Run 1, clock routing:
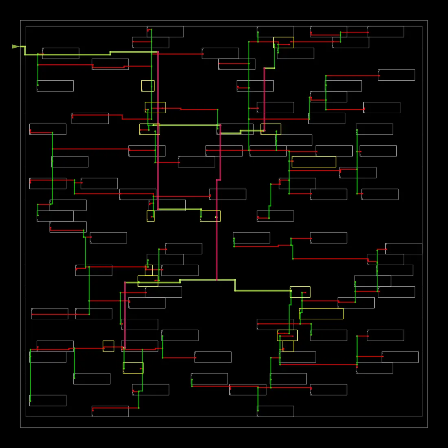
Run 1, cell area per tile:
Scale bar: 20 µm. 10 x 10 tiles, from dark purple (low) to yellow (high), 0 to 100% covered.
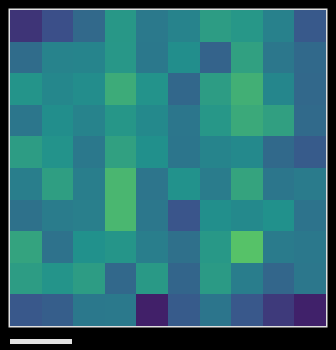
Run 1, sequential cells grouped by signal name:
Scale bar: 20 µm.
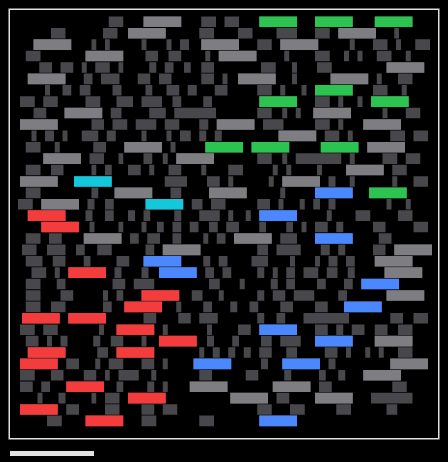
## config.mk

```make
export PLATFORM = sky130hd
export DESIGN_NAME = d8m_line_capture
export DESIGN_NICKNAME = d
export VERILOG_FILES = /design/src/rtl/d8m_pkg.sv /design/src/rtl/d8m_edge_det.sv /design/src/rtl/d8m_line_capture.sv
export SDC_FILE = /design/constraint.sdc
export NUM_CORES = 1
export LEC_CHECK = 0
export CELL_PAD_IN_SITES_DETAIL_PLACEMENT = 2
export CELL_PAD_IN_SITES_GLOBAL_PLACEMENT = 2
export CORE_UTILIZATION = 36
export CTS_CLUSTER_DIAMETER = 60
export CTS_CLUSTER_SIZE = 30
export DETAILED_ROUTE_END_ITERATION = 10
export GPL_TIMING_DRIVEN = 0
export PLACE_DENSITY_LB_ADDON = 0.1
export SKIP_LAST_GASP = 1
export SLEW_MARGIN = 20
export SYNTH_ARGS = -nofsm -noshare
export SYNTH_HDL_FRONTEND = slang
export SYNTH_SLANG_ARGS = --single-unit
```

## constraint.sdc

```tcl
create_clock -name iCLK -period 4.4 [get_ports iCLK]
set_input_delay 1.32 -clock iCLK [delete_from_list [all_inputs] [get_ports iCLK]]
set_output_delay 1.32 -clock iCLK [all_outputs]
set_load 0.02 [all_outputs]
```

## src/rtl/d8m_pkg.sv

```systemverilog
// Shared types and widths for the D8M camera line-capture block.
// FSM encoding plus the line/column counter and frame counter widths.
package d8m_pkg;

  localparam int CNT_W  = 12;
  localparam int FCNT_W = 16;

  typedef enum logic [1:0] {
    ST_IDLE    = 2'd0,
    ST_WAIT_FS = 2'd1,
    ST_ACTIVE  = 2'd2,
    ST_DRAIN   = 2'd3
  } cap_state_t;

endpackage

```

## src/rtl/d8m_edge_det.sv

```systemverilog
// Rise/fall pulse detector: holds the previous sample (r2) of an already
// registered signal (r1) and flags transitions between the two.
module d8m_edge_det (
  input  logic iCLK,
  input  logic iRST_N,
  input  logic i_sig,
  output logic o_rise,
  output logic o_fall
);

  logic r_prev_p2;

  always_ff @(posedge iCLK or negedge iRST_N) begin
    if (!iRST_N) r_prev_p2 <= 1'b0;
    else         r_prev_p2 <= i_sig;
  end

  assign o_rise = i_sig & ~r_prev_p2;
  assign o_fall = ~i_sig & r_prev_p2;

endmodule

```

## src/rtl/d8m_line_capture.sv

```systemverilog
// D8M camera line capture: frame-aligned pixel capture with X/Y indexing,
// frame counting and sticky line/frame geometry checking.
module d8m_line_capture
  import d8m_pkg::*;
#(
  parameter int DATA_W   = 10,
  parameter int H_ACTIVE = 640,
  parameter int V_ACTIVE = 480
) (
  input  logic              iCLK,
  input  logic              iRST_N,
  input  logic              iENABLE,
  input  logic              iVSYNC,
  input  logic              iHREF,
  input  logic [DATA_W-1:0] iDATA,
  output logic              oDVAL,
  output logic [DATA_W-1:0] oDATA,
  output logic [CNT_W-1:0]  oX_CNT,
  output logic [CNT_W-1:0]  oY_CNT,
  output logic              oFRAME_START,
  output logic              oFRAME_DONE,
  output logic [FCNT_W-1:0] oFRAME_CNT,
  output logic              oGEOM_ERR
);

  localparam logic [CNT_W-1:0] H_ACT_C = CNT_W'(H_ACTIVE);
  localparam logic [CNT_W-1:0] V_ACT_C = CNT_W'(V_ACTIVE);

  function automatic logic [CNT_W-1:0] sat_inc(input logic [CNT_W-1:0] v);
    return (v == {CNT_W{1'b1}}) ? v : v + 1'b1;
  endfunction

  logic              r_vsync_p1;
  logic              r_href_p1;
  logic [DATA_W-1:0] r_data_p1;

  logic              w_vs_rise, w_vs_fall;
  logic              w_hs_rise, w_hs_fall;

  cap_state_t        r_state, w_state_nxt;
  logic              w_fs, w_fd;

  logic              w_cap, w_pix, w_line_end, w_trunc;
  logic              w_line_bad, w_frame_bad;
  logic [CNT_W-1:0]  w_x_cur, w_y_end;

  logic              r_dval_p2;
  logic [DATA_W-1:0] r_data_p2;
  logic [CNT_W-1:0]  r_xout_p2;
  logic [CNT_W-1:0]  r_x;
  logic [CNT_W-1:0]  r_y;
  logic              r_fs_p2, r_fd_p2;
  logic [FCNT_W-1:0] r_frame_cnt;
  logic              r_err;

  // Stage p1: sensor pins registered once before any use
  always_ff @(posedge iCLK or negedge iRST_N) begin
    if (!iRST_N) begin
      r_vsync_p1 <= 1'b0;
      r_href_p1  <= 1'b0;
      r_data_p1  <= '0;
    end else begin
      r_vsync_p1 <= iVSYNC;
      r_href_p1  <= iHREF;
      r_data_p1  <= iDATA;
    end
  end

  d8m_edge_det u_vs_edge (
    .iCLK   (iCLK),
    .iRST_N (iRST_N),
    .i_sig  (r_vsync_p1),
    .o_rise (w_vs_rise),
    .o_fall (w_vs_fall)
  );

  d8m_edge_det u_hs_edge (
    .iCLK   (iCLK),
    .iRST_N (iRST_N),
    .i_sig  (r_href_p1),
    .o_rise (w_hs_rise),
    .o_fall (w_hs_fall)
  );

  always_ff @(posedge iCLK or negedge iRST_N) begin
    if (!iRST_N) r_state <= ST_IDLE;
    else         r_state <= w_state_nxt;
  end

  always_comb begin
    w_state_nxt = r_state;
    w_fs        = 1'b0;
    w_fd        = 1'b0;
    unique case (r_state)
      ST_IDLE: begin
        if (iENABLE) w_state_nxt = ST_WAIT_FS;
      end
      ST_WAIT_FS: begin
        if (!iENABLE) begin
          w_state_nxt = ST_IDLE;
        end else if (w_vs_fall) begin
          w_state_nxt = ST_ACTIVE;
          w_fs        = 1'b1;
        end
      end
      ST_ACTIVE: begin
        if (w_vs_rise) begin
          w_fd        = 1'b1;
          w_state_nxt = iENABLE ? ST_WAIT_FS : ST_IDLE;
        end else if (!iENABLE) begin
          w_state_nxt = ST_DRAIN;
        end
      end
      ST_DRAIN: begin
        if (w_vs_rise) begin
          w_fd        = 1'b1;
          w_state_nxt = ST_IDLE;
        end else if (iENABLE) begin
          w_state_nxt = ST_ACTIVE;
        end
      end
      default: w_state_nxt = ST_IDLE;
    endcase
  end

  // A VSYNC rise while HREF is still high cuts the line: that pixel is
  // dropped, but the partial line still counts toward the line total.
  always_comb begin
    w_cap       = (r_state == ST_ACTIVE) || (r_state == ST_DRAIN);
    w_pix       = w_cap & r_href_p1 & ~w_vs_rise;
    w_x_cur     = w_hs_rise ? '0 : r_x;
    w_trunc     = w_cap & w_vs_rise & r_href_p1;
    w_line_end  = w_cap & (w_hs_fall | w_trunc);
    w_line_bad  = w_line_end & ((r_x != H_ACT_C) | w_trunc);
    w_y_end     = w_line_end ? sat_inc(r_y) : r_y;
    w_frame_bad = w_fd & (w_y_end != V_ACT_C);
  end

  // Stage p2: captured pixel, indices and frame bookkeeping
  always_ff @(posedge iCLK or negedge iRST_N) begin
    if (!iRST_N) begin
      r_dval_p2   <= 1'b0;
      r_data_p2   <= '0;
      r_xout_p2   <= '0;
      r_x         <= '0;
      r_y         <= '0;
      r_fs_p2     <= 1'b0;
      r_fd_p2     <= 1'b0;
      r_frame_cnt <= '0;
      r_err       <= 1'b0;
    end else begin
      r_dval_p2 <= w_pix;
      r_fs_p2   <= w_fs;
      r_fd_p2   <= w_fd;

      if (w_pix) begin
        r_data_p2 <= r_data_p1;
        r_xout_p2 <= w_x_cur;
        r_x       <= sat_inc(w_x_cur);
      end

      if (w_fs) begin
        r_x       <= '0;
        r_y       <= '0;
        r_xout_p2 <= '0;
      end else if (w_line_end) begin
        r_x       <= '0;
        r_xout_p2 <= '0;
        r_y       <= sat_inc(r_y);
      end

      if (w_fd) r_frame_cnt <= r_frame_cnt + 1'b1;

      if (w_fs)                          r_err <= 1'b0;
      else if (w_line_bad | w_frame_bad) r_err <= 1'b1;
    end
  end

  assign oDVAL        = r_dval_p2;
  assign oDATA        = r_data_p2;
  assign oX_CNT       = r_xout_p2;
  assign oY_CNT       = r_y;
  assign oFRAME_START = r_fs_p2;
  assign oFRAME_DONE  = r_fd_p2;
  assign oFRAME_CNT   = r_frame_cnt;
  assign oGEOM_ERR    = r_err;

endmodule

```

==> results_tabular.tex, run 1 <==
% Implementation results table
\begin{tabular}{lr}
\hline
Metric & Value \\
\hline
\multicolumn{2}{l}{\textbf{Timing}} \\
\quad Setup repair after global routing missed its margin & false \\
\quad Final Max Slew Viols & 0 \\
\quad Final count of negative-setup-slack endpoints & 0 \\
\quad Period utilization & 70.8\% \\
\quad Setup slack of the critical path after layout & 1.29 ns \\
\quad Minimum period implied by the final worst setup slack & slightly above 3 ns \\
\quad Worst-margin pin slew & about 0.56 ns \\
\quad Number of endpoints with negative hold slack in the final report & 0 \\
\quad Worst slew margin relative to its limit & around 62\% \\
\quad Max Fclk & 0.321 GHz \\
\multicolumn{2}{l}{\textbf{Critical path}} \\
\quad CP max stage cell & clkdlybuf4s50\_1 \\
\quad Cells traversed along the worst timing path & clkdlybuf4s50\_1, nor2b\_1, and4\_1, clkbuf\_1, or3\_1, clkbuf\_1, o21ai\_1, a22o\_1 \\
\quad Number of cells on the critical path & 8 \\
\quad Dominant delay contributor by cell family on the critical path & buffers and inverters \\
\quad Data arrival, critical path & 3.36 ns \\
\quad Critical Path Sink Type & flop \\
\quad Critical Path Fanout Max & 7 \\
\quad Most Frequent Cell on Critical Path & clkbuf\_1 \\
\quad Data required time of the critical path & 4.65 ns \\
\quad Delay of the slowest cell on the worst path & 0.50 ns \\
\quad Worst path buffer plus inverter count & 3 \\
\quad CP Launch Type & input port \\
\quad Worst setup path category & in2reg \\
\quad Logic depth of the worst register-to-register path & 10 \\
\multicolumn{2}{l}{\textbf{Placed design}} \\
\quad Dpl ws & 0.929 ns \\
\quad Final RePlAce weighted congestion & between 0.7 and 0.8 \\
\quad Buffers on Ports & 68 \\
\quad Placed wire-length estimate & 6740 µm \\
\quad Area of placed instances & 0.00448 mm² \\
\multicolumn{2}{l}{\textbf{Synthesis}} \\
\quad Avg Inst Size Synth & 10.8 µm² \\
\quad Synthesis area per yosys & 0.00361 mm² \\
\quad Yosys cell count & about 330 \\
\quad Floorplan net count & 351 \\
\quad Post-synth tally of flip-flops with integrated enable & 0 \\
\quad Mapped cell area & 0.00361 mm² \\
\quad Number of cells produced by synthesis & 333 \\
\quad Leading area contributor after synthesis & dfrtp\_1 \\
\quad Number of flip-flops and latches in the synthesized netlist & 82 \\
\quad Share of flip-flops with an asynchronous set or reset & 100\% \\
\quad Seq share, synth & 56.9\% \\
\quad Largest cells by area & dfrtp\_1 (57\%), nand2\_1 (5.2\%), a22o\_1 (3.4\%) \\
\quad Most used flip-flop cell & dfrtp\_1 \\
\quad Unique cell types & approximately 60 \\
\quad Area leader share & a little under three fifths \\
\quad Count of warnings emitted by yosys & 0 \\
\multicolumn{2}{l}{\textbf{CTS}} \\
\quad Number of levels in the clock H-tree & 3 \\
\quad Root buffer selected by CTS & clkbuf\_8 \\
\quad Post-CTS setup buffer count & 0 \\
\quad CTS Buffer Depth & 2 \\
\quad Hold buffer count at CTS & 0 \\
\quad Clk pin slew, worst setup/hold paths & 0.08 ns \\
\quad Gates resized, CTS repair & 0 \\
\quad CTS sink cnt & a little over 80 \\
\quad Clock tree from TritonCTS & done \\
\multicolumn{2}{l}{\textbf{Flow run}} \\
\quad Tool warnings & 26 \\
\quad Count of max-cap constraint violations & 0 \\
\multicolumn{2}{l}{\textbf{Routing}} \\
\quad Routed WL & around 9700 µm \\
\quad Pre-antenna DRT Iters & 4 \\
\quad DRC violation total after the first TritonRoute iteration & just under 70 \\
\quad Post-detailed-route count of antenna-violating nets & 0 \\
\quad Average detailed-routed wire length per instance & about 18 µm \\
\quad Via-per-instance ratio & 5.19 \\
\quad Number of remaining DRC errors & 0 \\
\quad Detailed-route via count & 2862 \\
\multicolumn{2}{l}{\textbf{Layout}} \\
\quad Footprint of the flip-flops and latches & a little over 0.002 mm² \\
\quad Layout cell share with drive strength beyond 1 & 9.57\% \\
\quad Number of diodes & 0 \\
\quad Summed area of non-filler cells in the final layout & 0.00470 mm² \\
\quad Number of fillers in the final layout & 1013 \\
\quad Comb. cell area & around 0.0015 mm² \\
\quad Top logic cells by instance count in the layout & dfrtp\_1 (82), clkdlybuf4s50\_1 (67), nand2\_1 (50) \\
\quad Layout overhead on the synthesized area & 30.2\% \\
\quad Most frequent logic cell in the layout & dfrtp\_1 \\
\quad Total Nets Final & roughly 430 \\
\multicolumn{2}{l}{\textbf{Global routing}} \\
\quad Pin count of the biggest net entering global routing & 46 \\
\quad Vias in the first global route & 3078 \\
\quad Tot GR Track Use & 20.0\% \\
\quad Overflow left after global routing & 0 \\
\quad Global-route wire length before repair & between 15000 and 20000 µm \\
\quad Antenna violations before repair & 0 \\
\multicolumn{2}{l}{\textbf{Worst hold path}} \\
\quad Worst Hold Path Cells & 2 \\
\quad Worst hold-check path type & reg2reg \\
\multicolumn{2}{l}{\textbf{Floorplan}} \\
\quad Width of the die & 102 µm \\
\quad Overall die height & 102 µm \\
\quad Standard-cell row count & 36 \\
\quad Top-level port count & 69 \\
\quad Core utilization at floorplan & 37.1\% \\
\quad Die Area & between 0.01 and 0.015 mm² \\
\quad Area of the core & $\sim$0.0097 mm² \\
\multicolumn{2}{l}{\textbf{Power and ir drop}} \\
\quad Power Dens Cells & between 400 and 500 mW/mm² \\
\quad Static Leakage & 2.04 nW \\
\quad Total power after layout & $\sim$0.0023 W \\
\quad Maximum resistive drop on vdd & 0.231 mV \\
\multicolumn{2}{l}{\textbf{Outcome}} \\
\quad Status & complete, no violations \\
\hline
\end{tabular}
About 'clock routing':
clk ins delay skew pair: 0.36 ns
number of clock-tree buffers in the layout: 9
number of buffers created by CTS: 9
worst clock skew on the final layout: 0.0124 ns

About 'cell area per tile':
mean over tiles: 44%
fullest tile: 72%

About 'sequential cells grouped by signal name':
legend:
  r_x:
    color: blue
    sequential_cells: 12
  r_state:
    color: cyan
    sequential_cells: 2
  r_data_p1:
    color: green
    sequential_cells: 10
    where: upper right
  oFRAME_CNT:
    color: red
    sequential_cells: 16
not colored: 42

-- run 1: cells in the mapped netlist (all sizes together), types with 5 or more instances --
cell,number
a31oi,7
and2,5
a21oi,11
clkbuf,5
nor2,25
nand4,9
nor3,7
xor2,11
and3,5
buf,7
o21ai,11
inv,7
nand3,15
xnor2,13
dfrtp,82
nand2,50
nor2b,5
a22o,14
-- run 1: worst reg2reg max path: stages, from the launching register on --
cell and delay (ns):
dfrtp_1 0.43, nand2b_1 0.11, buf_2 0.23, and2_1 0.22, ha_1 0.24, nand2_1 0.09, or3_4 0.37, nor3_4 0.33
nor2_2 0.08, a31o_1 0.23, a31oi_1 0.17
-- run 1: power by group --
| group | total (W) | switching [W] | internal [W] |
|---|---|---|---|
| clock network | 0.000616 | 0.000297 | 0.000319 |
| logic | 0.000701 | 0.000371 | 0.000330 |
| registers | 0.00103 | 0.000152 | 0.000879 |
| total | 0.00235 | 0.000820 | 0.00153 |
-- run 1: flip-flops by register name (all words and copies together), names as in the netlist --
name	count
oDVAL	1
r_data_p1	10
r_state	2
u_vs_edge.r_prev_p2	1
u_hs_edge.r_prev_p2	1
oX_CNT	12
oFRAME_CNT	16
oFRAME_START	1
oFRAME_DONE	1
r_vsync_p1	1
oY_CNT	12
r_href_p1	1
oGEOM_ERR	1
oDATA	10
r_x	12
-- run 1: final timing paths --
path                                     end          from  slack, ns
worst max-delay path                  r_x[1]       iENABLE       1.29
worst min-delay path                oDATA[7]  r_data_p1[7]       0.45
worst max register to register        r_x[5]     r_href_p1       1.81
worst min register to register      oDATA[7]  r_data_p1[7]       0.45
max in group asynchronous       r_data_p1[9]        iRST_N       2.87
min in group asynchronous          oX_CNT[4]        iRST_N       0.93
-- run 1: metrics by stage --
stage          utilization, %  cells  TNS [ns]  hold slack [ns]
2_1_floorplan               -    333         0            0.414
3_3_place_gp             45.8    534    -90.54            0.419
3_5_place_dp             46.0    535         0            0.439
4_1_cts                  48.3    551         0            0.453
5_1_grt                  48.3    551         0            0.476
6_report                 48.3    551         0            0.448
-- run 1: cell type report --
cell class,instances,area share [%]
buffer,12,1.31
clock inverter,7,2.00
tap,133,3.54
clock buffer,9,2.64
inverter,7,0.559
timing repair buffer,69,15.0
sequential,82,43.7
multi-input combinational,232,31.2
-- run 1: cells by family after synthesis --
kind of cell             after synthesis  synth area share, %
XOR/XNOR                              24                 5.83
buffers and inverters                 19                 2.43
adder cells (fa/ha/maj)                3                 1.04
AND-OR/OR-AND                         63                 13.1
flip-flops                            82                 56.9
multiplexers                           3                0.902
AND/OR/NAND/NOR                      139                 19.8
-- run 1: layer usage --
layer  global-route usage (%)  vias to the layer above  wire length [µm]
met5                        0                        -                 0
met4                     6.59                        0               111
met3                     3.97                       10               307
met2                     33.2                       48              4710
met1                     26.1                     1465              4530
li1                         -                     1339                 -
==> inputs of run 2 (changes only) <==
Settings changed: CORE_UTILIZATION 36 to 33.
Clock period 4.4 ns to 3.3 ns, I/O delays scaled along.
Run 2, cell area per tile:
Scale bar: 20 µm. 11 x 11 tiles, from dark purple (low) to yellow (high), 0 to 100% covered.
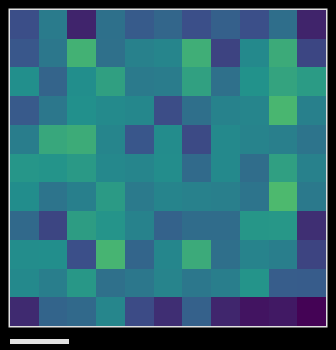
fullest tile: 68%
emptiest ninth of the die: lower right
mean over tiles: 40%
nearly empty tiles: 0.80%

==> results_tabular.tex, run 2 <==
% Implementation results table
\begin{tabular}{lr}
\hline
Metric & Value \\
\hline
\multicolumn{2}{l}{\textbf{Global routing}} \\
\quad Overflow left after global routing & 0 (unchanged) \\
\quad Global-route wire length before repair & 15700 µm (-1.1\%) \\
\quad Tot GR Track Use & 18.0\% (-1.9 points) \\
\quad Vias in the first global route & 3021 (-1.9\%) \\
\quad Pin count of the biggest net entering global routing & 47 (+2.2\%) \\
\quad Antenna violations before repair & 0 (unchanged) \\
\multicolumn{2}{l}{\textbf{Layout}} \\
\quad Number of flip-flops under the largest register name & 16 (unchanged) \\
\quad Final Instance Count excl. Fillers & 553 (+0.36\%) \\
\quad Top logic cells by instance count in the layout & dfrtp\_1 (82), clkdlybuf4s50\_1 (67), nand2\_1 (50) \\
\quad Most frequent logic cell in the layout & dfrtp\_1 \\
\quad Layout overhead on the synthesized area & 30.4\% \\
\quad Post-Route Utilization & 44.9\% (-3.3 points) \\
\quad Number of diodes & 0 (unchanged) \\
\quad Layout cell share with drive strength beyond 1 & 8.87\% (-0.70 points) \\
\quad Total Nets Final & 431 (unchanged) \\
\multicolumn{2}{l}{\textbf{Critical path}} \\
\quad Critical Path Sink Type & flop \\
\quad Worst setup path category & in2reg \\
\quad Launching element of the worst setup path & iENABLE \\
\quad Critical Path Fanout Max & 7 (unchanged) \\
\quad Data arrival, critical path & 3.02 ns (-0.34 ns) \\
\quad Startpoint of the lowest-slack register-to-register path & r\_href\_p1 \\
\quad CP Launch Type & input port \\
\quad Data required time of the critical path & 3.54 ns (-1.11 ns) \\
\multicolumn{2}{l}{\textbf{Synthesis}} \\
\quad Unique cell types & 60 (unchanged) \\
\quad Number of cells produced by synthesis & 333 (unchanged) \\
\quad Floorplan net count & 351 (unchanged) \\
\quad Top cell type by instance count after synthesis & dfrtp\_1 \\
\quad Area leader share & 56.9\% (unchanged) \\
\quad Mapped cell area & 0.00361 mm² (unchanged) \\
\quad Share of flip-flops with an asynchronous set or reset & 100\% (unchanged) \\
\quad Leading area contributor after synthesis & dfrtp\_1 \\
\quad Yosys cell count & 333 (unchanged) \\
\quad Number of flip-flops and latches in the synthesized netlist & 82 (unchanged) \\
\quad Post-synth tally of flip-flops with integrated enable & 0 (unchanged) \\
\quad Avg Inst Size Synth & 10.8 µm² (unchanged) \\
\quad Synthesis area per yosys & 0.00361 mm² (unchanged) \\
\quad Count of warnings emitted by yosys & 0 (unchanged) \\
\quad Seq share, synth & 56.9\% (unchanged) \\
\quad Commonest cells post-synth & dfrtp\_1 (82), nand2\_1 (50), nor2\_1 (23), nand3\_1 (15), a22o\_1 (14) \\
\quad Largest cells by area & dfrtp\_1 (57\%), nand2\_1 (5.2\%), a22o\_1 (3.4\%) \\
\quad Most used flip-flop cell & dfrtp\_1 \\
\multicolumn{2}{l}{\textbf{CTS}} \\
\quad Number of buffers created by CTS & 9 (unchanged) \\
\quad Hold buffer count at CTS & 0 (unchanged) \\
\quad Clk ins delay skew pair & 0.36 ns (about the same) \\
\quad Root buffer selected by CTS & clkbuf\_8 \\
\quad Gates resized, CTS repair & 0 (unchanged) \\
\quad Clock tree from TritonCTS & done \\
\quad Clk pin slew, worst setup/hold paths & 0.08 ns (about the same) \\
\quad CTS sink cnt & 82 (unchanged) \\
\quad Post-CTS setup buffer count & 0 (unchanged) \\
\quad CTS Buffer Depth & 2 (unchanged) \\
\quad Number of levels in the clock H-tree & 3 (unchanged) \\
\multicolumn{2}{l}{\textbf{Routing}} \\
\quad Total length of routed met3 wires & 290 µm (-5.5\%) \\
\quad Pre-antenna DRT Iters & 4 (unchanged) \\
\quad Detailed-route via count & 2839 (-0.80\%) \\
\quad Routed met2 length & 4740 µm (+0.76\%) \\
\quad Post-detailed-route count of antenna-violating nets & 0 (unchanged) \\
\quad DRC violation total after the first TritonRoute iteration & 56 (-19\%) \\
\quad Met1 routed wirelength after detailed routing & 4180 µm (-7.8\%) \\
\quad Number of remaining DRC errors & 0 (unchanged) \\
\quad Average detailed-routed wire length per instance & 16.9 µm (-3.5\%) \\
\quad Top layer in use & met4 \\
\quad Routed WL & 9350 µm (-3.2\%) \\
\quad Via-per-instance ratio & 5.13 (-1.2\%) \\
\multicolumn{2}{l}{\textbf{Floorplan}} \\
\quad Top-level port count & 69 (unchanged) \\
\quad Die Area & 0.0114 mm² (+8.9\%) \\
\quad Core utilization at floorplan & 34.5\% (-2.6 points) \\
\quad Standard-cell row count & 37 (+2.8\%) \\
\quad Width of the die & 107 µm (+4.4\%) \\
\quad Overall die height & 107 µm (+4.4\%) \\
\quad Area of the core & 0.0105 mm² (+7.5\%) \\
\multicolumn{2}{l}{\textbf{Placed design}} \\
\quad Placed wire-length estimate & 6570 µm (-2.6\%) \\
\quad Placed Cells & 538 (+0.56\%) \\
\quad Buffers on Ports & 68 (unchanged) \\
\quad Final RePlAce weighted congestion & 0.751 (-4.2\%) \\
\multicolumn{2}{l}{\textbf{Flow run}} \\
\quad Tool warnings & 26 (unchanged) \\
\quad Count of max-cap constraint violations & 0 (unchanged) \\
\multicolumn{2}{l}{\textbf{Timing}} \\
\quad Final count of negative-setup-slack endpoints & 0 (unchanged) \\
\quad Worst clock skew on the final layout & 0.00892 ns (-0.00348 ns) \\
\quad Worst-margin pin slew & 0.532 ns (-0.0329 ns) \\
\quad Period utilization & 84.3\% \\
\quad Number of endpoints with negative hold slack in the final report & 0 (unchanged) \\
\quad Setup repair after global routing missed its margin & false \\
\quad Worst slew margin relative to its limit & 64.4\% (+2.2 points) \\
\quad Minimum period implied by the final worst setup slack & 2.78 ns \\
\quad Max Fclk & 0.360 GHz \\
\quad Final Hold Slack & 0.444 ns (-0.00348 ns) \\
\quad Final Max Slew Viols & 0 (unchanged) \\
\multicolumn{2}{l}{\textbf{Worst hold path}} \\
\quad Min-Delay Startpoint & r\_data\_p1[4] \\
\quad Worst hold-check path type & reg2reg \\
\multicolumn{2}{l}{\textbf{Power and ir drop}} \\
\quad Maximum resistive drop on vdd & 0.363 mV (+57\%) \\
\quad Static Leakage & 2.05 nW (+0.22\%) \\
\quad Power Dens Cells & 663 mW/mm² (+33\%) \\
\multicolumn{2}{l}{\textbf{Outcome}} \\
\quad Status & complete, no violations \\
\hline
\end{tabular}
[run 2: cell count changes in the layout (fill, tap and decap cells not counted)]
| cell | change |
|---|---|
| clkinv_4 | -1 |
| clkbuf_1 | +2 |
| clkbuf_8 | +2 |
| clkinvlp_4 | -2 |
| clkinv_2 | -2 |
[run 2: through the flow]
stage                     cell area, µm²  setup slack [ns]  TNS (ns)  power [W]
after floorplan                     3610              1.02         0    0.00186
after global placement              4460             -1.85   -150.95    0.00229
after detailed placement            4480             0.119         0    0.00232
after CTS                           4700             0.509         0    0.00317
after global routing                4700             0.321         0    0.00330
final                               4700             0.519         0    0.00312
[run 2: kinds of logic (layout without fill, tap and decap cells)]
family                     count (synthesis)  in the layout  synth area share (%)
xor gates and xnor gates                  24             24                  5.83
adders and majority gates                  3              3                  1.04
DFF                                       82             82                  56.9
buffers and inverters                     19            103                  2.43
muxes                                      3              3                 0.902
and+or+nand+nor                          139            139                  19.8
AOI/OAI and AO/OA                         63             63                  13.1
[run 2: final cells by class]
cell class / instances / area, µm²
Tap cell: 136 / 170
Clock buffer: 13 / 159
Buffer: 12 / 61.3
Timing Repair Buffer: 69 / 706
Sequential cell: 82 / 2050
Clock inverter: 2 / 60.1
Fill cell: 1129 / 5760
Multi-Input combinational cell: 232 / 1470
Inverter: 7 / 26.3
[run 2: final timing paths]
| kind | to | slack (ns) | depth (start not counted) |
|---|---|---|---|
| setup / recovery | r_x[1] | 0.52 | 8 |
| hold / removal | oDATA[4] | 0.44 | 2 |
| setup reg to reg | r_x[0] | 0.74 | 10 |
| hold reg to reg | oDATA[4] | 0.44 | 2 |
| max in group asynchronous | r_data_p1[5] | 2.12 | 2 |
| min in group asynchronous | oX_CNT[4] | 0.60 | 1 |
[run 2: worst max-delay path, cell delays in order]
cell,delay (ns)
clkdlybuf4s50_1,0.50
nor2b_1,0.18
and4_1,0.21
clkbuf_1,0.29
or3_1,0.17
clkbuf_1,0.29
o21ai_1,0.17
a22o_1,0.21
[run 2: power breakdown]
group | total, W | internal, W | leakage [nW] | switching, W
Clock | 0.000818 | 0.000465 | 0.110 | 0.000354
Combinational | 0.000930 | 0.000439 | 0.869 | 0.000490
Sequential | 0.00137 | 0.00117 | 1.07 | 0.000199
[run 2: metal layers]
| metal | up-vias | track usage (%) |
|---|---|---|
| met5 | - | 0 |
| met4 | 0 | 6.46 |
| met3 | 11 | 4.11 |
| met2 | 45 | 30.3 |
| met1 | 1448 | 22.6 |
| li1 | 1335 | - |
Power figures rest on the tool's default switching activity, not on a simulated workload.
